## config.mk

```make
export PLATFORM = sky130hd
export DESIGN_NAME = cdc_2_phase_tx_feeder
export DESIGN_NICKNAME = d
export VERILOG_FILES = /design/src/rtl/cdc_2_phase_tx_feeder.sv
export SDC_FILE = /design/constraint.sdc
export NUM_CORES = 1
export LEC_CHECK = 0
export CAP_MARGIN = 20
export CORE_MARGIN = 10
export CORE_UTILIZATION = 40
export CTS_BUF_LIST = sky130_fd_sc_hd__clkbuf_4 sky130_fd_sc_hd__clkbuf_8
export DETAILED_ROUTE_END_ITERATION = 6
export PLACE_DENSITY = 0.71
export SLEW_MARGIN = 20
export SYNTH_ARGS = -nofsm -noshare
export SYNTH_HDL_FRONTEND = slang
export SYNTH_SLANG_ARGS = --single-unit
```

## constraint.sdc

```tcl
create_clock -name i_clk -period 5.8 [get_ports i_clk]
set_input_delay 1.74 -clock i_clk [delete_from_list [all_inputs] [get_ports i_clk]]
set_output_delay 1.74 -clock i_clk [all_outputs]
set_load 0.03 [all_outputs]
```

## src/rtl/cdc_2_phase_tx_feeder.sv

```systemverilog
// cdc_2_phase_tx_feeder
//   Source-side feeder for a two-phase handshake CDC. Words arriving on a
//   valid/ready stream are buffered in a small circular FIFO and issued one
//   at a time to the CDC as a single-cycle o_valid pulse. o_data is loaded
//   only at issue time and held until the next issue, so the far domain
//   always samples settled data. After each issue the CDC's ready is
//   ignored for G_BLANK cycles to cover its registered ready lag.
//
// Ports
//   i_clk    clock, rising edge
//   i_rst    asynchronous reset, active low
//   i_valid  upstream word valid
//   i_data   upstream word
//   o_ready  FIFO not full (combinational from level)
//   o_valid  one-cycle issue pulse to CDC i_valid_A (registered)
//   o_data   issued word to CDC i_data_A (registered, held between issues)
//   i_ready  CDC o_ready_A
//   o_level  FIFO occupancy, 0..depth
//   o_busy   FSM not idle
module cdc_2_phase_tx_feeder #(
  parameter int G_WIDTH      = 4,
  parameter int G_DEPTH_LOG2 = 2,
  parameter int G_BLANK      = 2
) (
  input  logic                    i_clk,
  input  logic                    i_rst,
  input  logic                    i_valid,
  input  logic [G_WIDTH-1:0]      i_data,
  output logic                    o_ready,
  output logic                    o_valid,
  output logic [G_WIDTH-1:0]      o_data,
  input  logic                    i_ready,
  output logic [G_DEPTH_LOG2:0]   o_level,
  output logic                    o_busy
);

  localparam int DEPTH = 1 << G_DEPTH_LOG2;
  localparam logic [G_DEPTH_LOG2:0] FULL_LVL   = (G_DEPTH_LOG2+1)'(DEPTH);
  localparam logic [3:0]            BLANK_INIT = 4'(G_BLANK);

  typedef enum logic [1:0] {S_IDLE, S_SEND, S_BLANK} state_t;

  state_t                state, state_nxt;
  logic [G_WIDTH-1:0]    mem [DEPTH];
  // One extra MSB on each pointer separates full from empty.
  logic [G_DEPTH_LOG2:0] wr_ptr, rd_ptr;
  logic [3:0]            blank_cnt, blank_cnt_nxt;
  logic                  push, issue;

  assign o_level = wr_ptr - rd_ptr;
  assign o_ready = (o_level != FULL_LVL);
  // o_ready is from the pre-edge level, so a full FIFO refuses a push even
  // on the edge that pops.
  assign push    = i_valid && o_ready;
  assign o_busy  = (state != S_IDLE);

  always_comb begin
    state_nxt     = state;
    blank_cnt_nxt = blank_cnt;
    issue         = 1'b0;
    case (state)
      S_IDLE: begin
        if ((o_level != '0) && i_ready) begin
          issue     = 1'b1;
          state_nxt = S_SEND;
        end
      end
      S_SEND: begin
        if (G_BLANK == 0) begin
          state_nxt = S_IDLE;
        end else begin
          blank_cnt_nxt = BLANK_INIT;
          state_nxt     = S_BLANK;
        end
      end
      S_BLANK: begin
        // Leaving on count==1 makes BLANK last exactly G_BLANK cycles.
        if (blank_cnt <= 4'd1) begin
          blank_cnt_nxt = '0;
          state_nxt     = S_IDLE;
        end else begin
          blank_cnt_nxt = blank_cnt - 4'd1;
        end
      end
      default: state_nxt = S_IDLE;
    endcase
  end

  always_ff @(posedge i_clk or negedge i_rst) begin
    if (!i_rst) begin
      state     <= S_IDLE;
      blank_cnt <= '0;
      wr_ptr    <= '0;
      rd_ptr    <= '0;
      o_valid   <= 1'b0;
      o_data    <= '0;
    end else begin
      state     <= state_nxt;
      blank_cnt <= blank_cnt_nxt;
      o_valid   <= issue;
      if (push)  wr_ptr <= wr_ptr + 1'b1;
      if (issue) begin
        rd_ptr <= rd_ptr + 1'b1;
        o_data <= mem[rd_ptr[G_DEPTH_LOG2-1:0]];
      end
    end
  end

  // Storage needs no reset: pointers define which entries are live.
  always_ff @(posedge i_clk) begin
    if (push) mem[wr_ptr[G_DEPTH_LOG2-1:0]] <= i_data;
  end

endmodule

```

run_1/clock_map.png
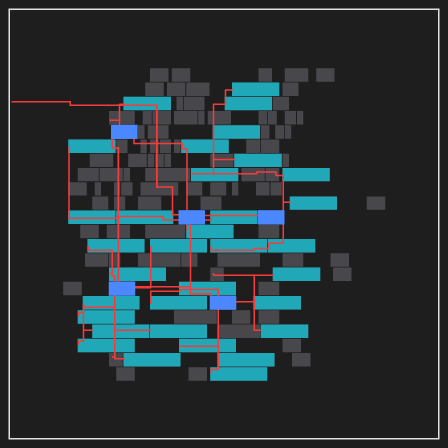
[cyan] flip-flops | count: 33
[blue] cells driving clock nets | count: 5
[red] clock wires | length: 429 µm
routed clock nets	6

run_1/drive_strength.png
Scale bar: 20 µm.
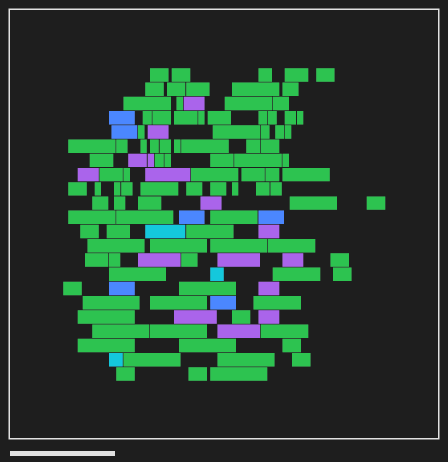
colour	size	cells	share
cyan	drive 3 to 4	3	2.4%
green	drive 1 or less	100	81%
purple	drive 2	15	12%
blue	drive 6 and up	6	4.8%

run_1/registers.png
Scale bar: 20 µm. Other sequential cells in the stronger grey, the rest of the logic in the fainter grey.
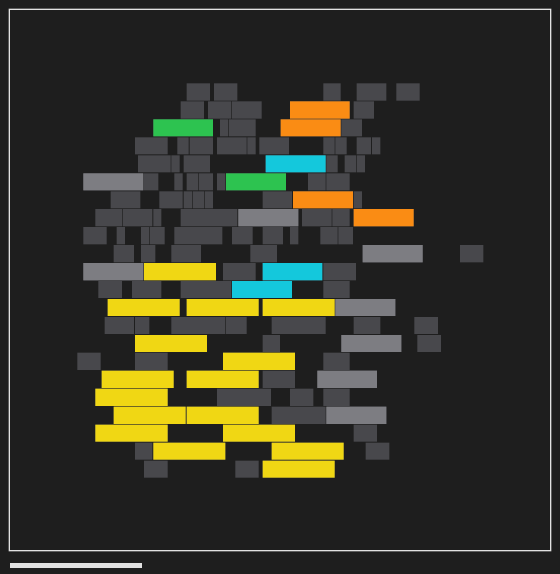
colour	netlist name	sequential cells
green	`state`	2
yellow	`mem`	16
cyan	`rd_ptr`	3
orange	`blank_cnt`	4

run 1: registers in the layout (all words and copies together) (netlist names):
register,count
mem,16
blank_cnt,4
o_data,4
rd_ptr,3
wr_ptr,3
state,2
o_valid,1
run 1: worst register-to-register path, cell delays in order, from the launching register on:
cell and delay, ns:
dfrtp_1 0.51, ha_1 0.26, fa_1 0.37, xnor3_2 0.29, inv_2 0.06, nand3_2 0.12, and3_1 0.36
run 1: layer usage:
layer  vias up  part of all wire, %  track usage, %
li1        409                    -               -
met1       434                   41           10.22
met2        20                   52           16.22
met3         8                  4.6           2.838
met4         0                  2.5           5.782
met5         -                    0               0
==> flow_summary.json, run 1 <==
{
  "finalClockPeriodUsage_pct": 74.37,
  "nFlopsAndLatches": 33,
  "yosysTopAreaCell": "edfxtp_1",
  "cp-endpoint": "o_ready",
  "cts_tree": "done",
  "status": "completed",
  "nonClockBufferCount": 17,
  "syn_avg_cell_area_um2": 15.26,
  "r2r-start": "rd_ptr[0]$_DFFE_PN0P_",
  "ys_cells": 100,
  "dr.pass1.iters": 4,
  "synth-seq-cells": 33,
  "crit_start": "rd_ptr[0]$_DFFE_PN0P_",
  "post-place-cells": 164,
  "die_height_um": 81.78,
  "critPathBufInv": 2,
  "holdWs_ns": 0.4987,
  "async_flop_share_pct": 51.52,
  "seq-cell-share_pct": 48.95,
  "htreeDepth": 2,
  "fin_util_pct": 50.17,
  "yosys-top-cells-count": "17 x dfrtp_1, 16 x edfxtp_1, 11 x ha_1",
  "grt_max_degree": 18,
  "muxShareOfSynthArea_pct": 11.72,
  "hp-class": "register to register",
  "syn_to_final_growth_pct": 21.23,
  "slowest_delay_ns": 0.69
}
run_1/final_placement.png
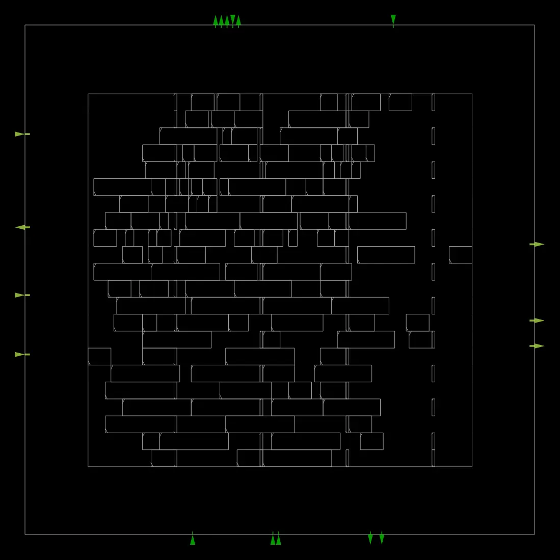

==> run 1 -> run 2 <==
- clock period: 5.8 -> 4.1 ns (I/O delays scaled with it)
run_2/final_placement.png
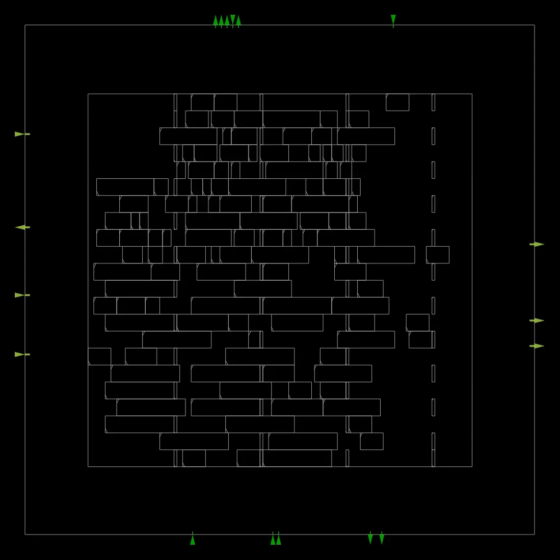
Seq area share: 49.25%
Layout Utilization: 49.86%
# Taps: 48

==> run 2 against run 1 <==
Sequential share of layout area increased by 0.30 points. Die area unchanged. Critical path depth unchanged. Sequential cell count stayed put. Worst setup slack worse by 1.2 ns. Clock skew increased by 0.0019 ns. Final area down 0.61%. Synthesized cell count unchanged.
==> flow_summary.json, run 2 <==
{
  "use_met2_pct": 15.75,
  "grt-busiest-layer": "met2",
  "route.met3.wl_um": 121,
  "grt_max_degree": 18,
  "wl_met2_um": 1448,
  "grt_use_met1_pct": 10.69,
  "wl_met1_um": 1168,
  "async_flop_share_pct": 51.52,
  "cts_tree": "done",
  "synth-seq-cells": 33,
  "syn_to_final_growth_pct": 20.49,
  "status": "completed",
  "hp-class": "register to register",
  "r2r-start": "rd_ptr[0]$_DFFE_PN0P_",
  "grtUsageMet3_pct": 3.603,
  "top_layer_used": "met4",
  "finalClockPeriodUsage_pct": 92.51
}
## run 2: cell types whose count changed in the layout (fill, tap and decap cells not counted), sizes merged
cell      before  now
clkinv         0    2
clkinvlp       0    1
clkbuf         8    5
## run 2: critical path: stages (launching register included)
cell             delay (ns)
dfrtp_1                0.51
ha_1                   0.26
fa_1                   0.37
xnor3_2                0.29
inv_2                  0.06
nand3_2                0.11
clkdlybuf4s50_1        0.69
## run 2: area by class of cell
type | instances | area share (%)
sequential | 33 | 49.25
multi-input combinational | 56 | 31.50
timing repair buffer | 17 | 9.252
clock buffer | 5 | 3.742
tap | 48 | 3.265
inverter | 10 | 2.041
clock inverter | 3 | 0.9524
